**Register map, names as in the netlist**

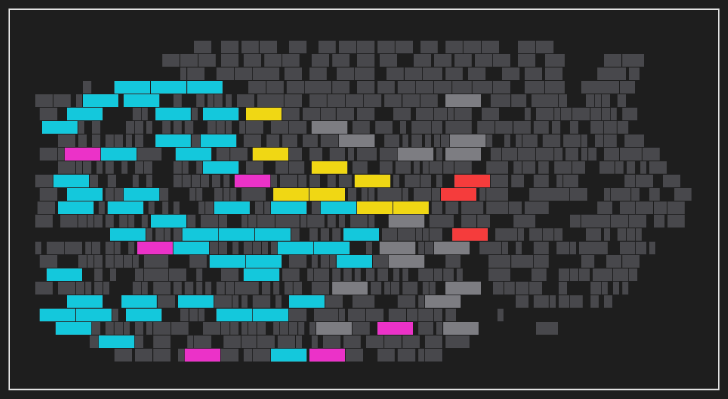
**Routed clock nets over the placement**

Scale bar: 50 um.
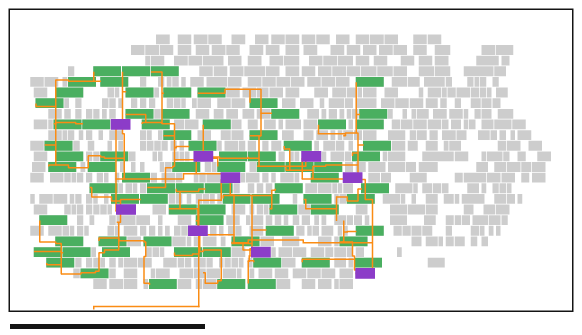
**Cells coloured by class**

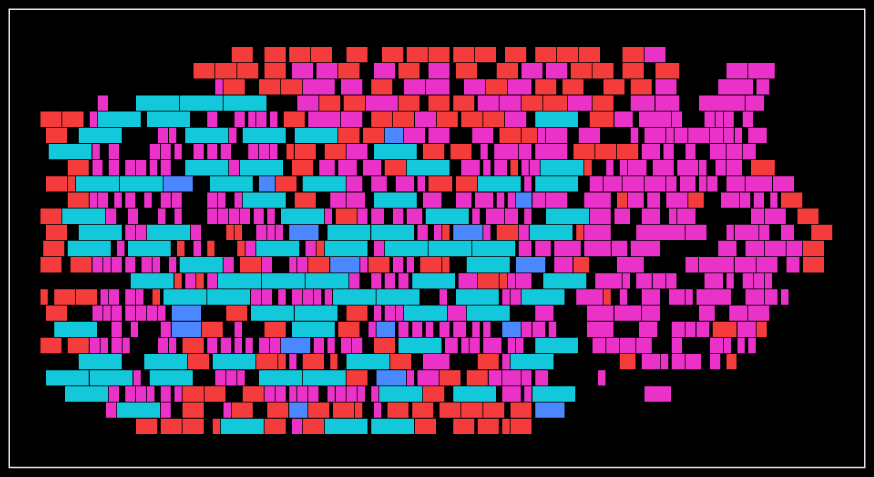
**Clock nets**

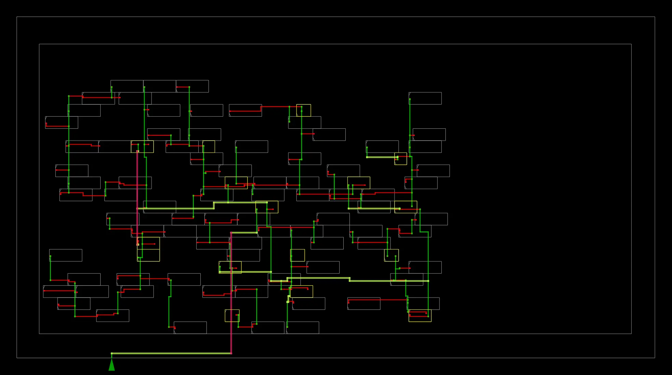
<file path="src/rtl/barramento_arbitrado.sv">
// Registered, arbitrated shared bus: one writer per cycle wins by round-robin
// or fixed priority, and every enabled reader captures the word a cycle later.
module barramento_arbitrado #(
  parameter int NUM_PORTS     = 6,
  parameter int LARGURA       = 8,
  parameter int PRIORITY_MODE = 0,
  parameter int CNT_W         = 8
) (
  input  logic                         clk,
  input  logic                         rst,
  input  logic [NUM_PORTS-1:0]         wr_req,
  input  logic [NUM_PORTS*LARGURA-1:0] wr_data,
  input  logic [NUM_PORTS-1:0]         rd_en,
  output logic [NUM_PORTS-1:0]         grant,
  output logic [LARGURA-1:0]           bus_data,
  output logic                         bus_valid,
  output logic [NUM_PORTS*LARGURA-1:0] rd_data,
  output logic [NUM_PORTS-1:0]         rd_valid,
  output logic [CNT_W-1:0]             contention_cnt
);

  localparam int PTR_W = $clog2(NUM_PORTS);

  logic [PTR_W-1:0]             r_last;
  logic [NUM_PORTS-1:0]         r_grant;
  logic [LARGURA-1:0]           r_bus_data;
  logic                         r_bus_valid;
  logic [NUM_PORTS*LARGURA-1:0] r_rd_data;
  logic [NUM_PORTS-1:0]         r_rd_valid;
  logic [CNT_W-1:0]             r_cnt;

  logic [PTR_W-1:0] w_winner;
  logic             w_found;
  int               w_scan_idx;
  logic             w_any;
  logic             w_multi;

  assign w_any   = |wr_req;
  // Clearing the lowest set bit leaves something only when two or more request.
  assign w_multi = |(wr_req & (wr_req - NUM_PORTS'(1)));

  always_comb begin
    w_winner   = '0;
    w_found    = 1'b0;
    w_scan_idx = 0;
    if (PRIORITY_MODE != 0) begin
      for (int i = NUM_PORTS - 1; i >= 0; i--) begin
        if (wr_req[PTR_W'(i)]) w_winner = PTR_W'(i);
      end
    end else begin
      // Scan starting just after the previous winner, wrapping modulo NUM_PORTS.
      for (int k = 1; k <= NUM_PORTS; k++) begin
        w_scan_idx = int'(r_last) + k;
        if (w_scan_idx >= NUM_PORTS) w_scan_idx = w_scan_idx - NUM_PORTS;
        if (!w_found && wr_req[PTR_W'(w_scan_idx)]) begin
          w_winner = PTR_W'(w_scan_idx);
          w_found  = 1'b1;
        end
      end
    end
  end

  always_ff @(posedge clk) begin
    if (rst) begin
      r_last      <= PTR_W'(NUM_PORTS - 1);
      r_grant     <= '0;
      r_bus_data  <= '0;
      r_bus_valid <= 1'b0;
      r_cnt       <= '0;
    end else begin
      if (w_any) begin
        r_grant     <= NUM_PORTS'(1) << w_winner;
        r_bus_data  <= wr_data[int'(w_winner)*LARGURA +: LARGURA];
        r_bus_valid <= 1'b1;
        if (PRIORITY_MODE == 0) r_last <= w_winner;
      end else begin
        r_grant     <= '0;
        r_bus_valid <= 1'b0;
      end
      if (w_multi && (r_cnt != {CNT_W{1'b1}})) r_cnt <= r_cnt + CNT_W'(1);
    end
  end

  // Readers sample the word currently on the bus, so capture trails the write by one cycle.
  always_ff @(posedge clk) begin
    if (rst) begin
      r_rd_data  <= '0;
      r_rd_valid <= '0;
    end else begin
      for (int j = 0; j < NUM_PORTS; j++) begin
        if (r_bus_valid && rd_en[j]) r_rd_data[j*LARGURA +: LARGURA] <= r_bus_data;
        r_rd_valid[j] <= r_bus_valid && rd_en[j];
      end
    end
  end

  assign grant          = r_grant;
  assign bus_data       = r_bus_data;
  assign bus_valid      = r_bus_valid;
  assign rd_data        = r_rd_data;
  assign rd_valid       = r_rd_valid;
  assign contention_cnt = r_cnt;

endmodule
</file>
<file path="config.mk">
export PLATFORM = sky130hd
export DESIGN_NAME = barramento_arbitrado
export DESIGN_NICKNAME = d
export VERILOG_FILES = /design/src/rtl/barramento_arbitrado.sv
export SDC_FILE = /design/constraint.sdc
export NUM_CORES = 1
export LEC_CHECK = 0
export CAP_MARGIN = 15
export CORE_ASPECT_RATIO = 0.5
export CORE_MARGIN = 5
export CORE_UTILIZATION = 48
export CTS_BUF_LIST = sky130_fd_sc_hd__clkbuf_4 sky130_fd_sc_hd__clkbuf_8
export CTS_CLUSTER_DIAMETER = 80
export CTS_CLUSTER_SIZE = 40
export DETAILED_ROUTE_END_ITERATION = 10
export GPL_TIMING_DRIVEN = 0
export MAX_ROUTING_LAYER = met4
export PLACE_DENSITY = 0.87
export SLEW_MARGIN = 20
export SYNTH_ARGS = -nofsm -noshare
export SYNTH_HDL_FRONTEND = slang
export SYNTH_SLANG_ARGS = --single-unit
</file>
<file path="constraint.sdc">
create_clock -name clk -period 4.4 [get_ports clk]
set_input_delay 0.88 -clock clk [delete_from_list [all_inputs] [get_ports clk]]
set_output_delay 0.88 -clock clk [all_outputs]
set_load 0.03 [all_outputs]
</file>
==> results.py <==
# Flow results
metrics = {
    "floorplan": {
        "floorplan.core_util_pct": 49.3,
        "die_area_um2": 11000,
        "io_pins": 139,
        "fp-row-count": 24,
        "die_h_um": 76.9,
    },
    "final_timing": {
        "max_slew.worst_pin.slew_ns": 1.07,
        "fin_crit_sh_pct": 91.1,
        "slew_headroom_pct": 28.0,
    },
    "layout": {
        "drive_gt1_share_pct": 8.01,
        "dominant-cell-class": "combinational gates",
        "final-nonclk-buf-share_pct": 25.3,
        "buffers_excl_clock": 167,
        "final_area_um2": 5940,
        "sh_comb_area_pct": 41.7,
        "largest_register_ffs": 48,
        "comb_cells": 379,
        "fill_cells": 705,
        "area_growth_pct": 38.4,
    },
    "yosys": {
        "most_common_cell": "dfxtp_1",
        "syn_inst": 501,
        "synthSimpleGateAreaFrac_pct": 23.0,
        "top_area_cell": "dfxtp_1",
        "syn_area_um2": 4290,
        "top_cells_by_count": "dfxtp_1, nand2_1, a21oi_1",
        "ys.flop_type": "dfxtp_1",
    },
    "power": {
        "pwr-share-comb_pct": 64.7,
        "swShare_pct": 44.5,
        "powerDensity_nw_per_um2": 716,
        "power.leakage_nw": 2.22,
        "seq_power_share_pct": 23.2,
    },
    "global_route": {
        "grt-ovfl-total": 0,
        "grt_usage_pct": 24.3,
    },
    "routing": {
        "vias": 4331,
        "drt_wl_total_um": 13300,
        "drt-met1-wl_um": 5540,
        "vias_per_cell": 5.65,
        "wl_per_cell_um": 17.4,
    },
    "setup_path": {
        "r2r_setup_slack_ns": 0.39,
        "endpoint": "bus_data[6]",
        "r2r-start": "r_last[1]",
        "cpMostUsedCell": "clkbuf_1",
        "critPathBufInv": 4,
        "cp.arrival_ns": 4.24,
        "cpPeakStageDelay_ns": 0.45,
        "cp.required_ns": 4.63,
    },
    "clocking": {
        "cts_root_buffer": "clkbuf_8",
        "clockBufferDepth": 2,
        "holdBufCountCts": 0,
    },
    "worst_hold_path": {
        "hold_depth": 2,
    },
    "placement": {
        "placed_area_um2": 5740,
    },
    "status": {
        "status": "completed",
    },
}
## Picture notes: 'register map, names as in the netlist'
| netlist name | colour | flops |
|---|---|---|
| r_last | red | 3 |
| bus_data | yellow | 8 |
| rd_valid | magenta | 6 |
| rd_data | cyan | 48 |

## Picture notes: 'routed clock nets over the placement'
[flip-flops] green | count: 80
[clock drivers] purple | count: 9
[clock wires] orange | length: 892 um
routed clock nets: 10

## Picture notes: 'cells coloured by class'
| class | colour | cells | share of their area |
|---|---|---|---|
| sequential cells | cyan | 80 | 28% |
| clock drivers and dummy loads | blue | 16 | 3.2% |
| remaining buffers and delay cells | red | 167 | 26% |
| combinational and other logic | magenta | 386 | 43% |

## Picture notes: 'clock nets'
clock skew: 0.00716 ns
FF+latch count: 80
clk_lat worst skew: 0.36 ns
clk pwr: 517 uW
# clock sinks: 80

Power figures rest on the tool's default switching activity, not on a simulated workload.
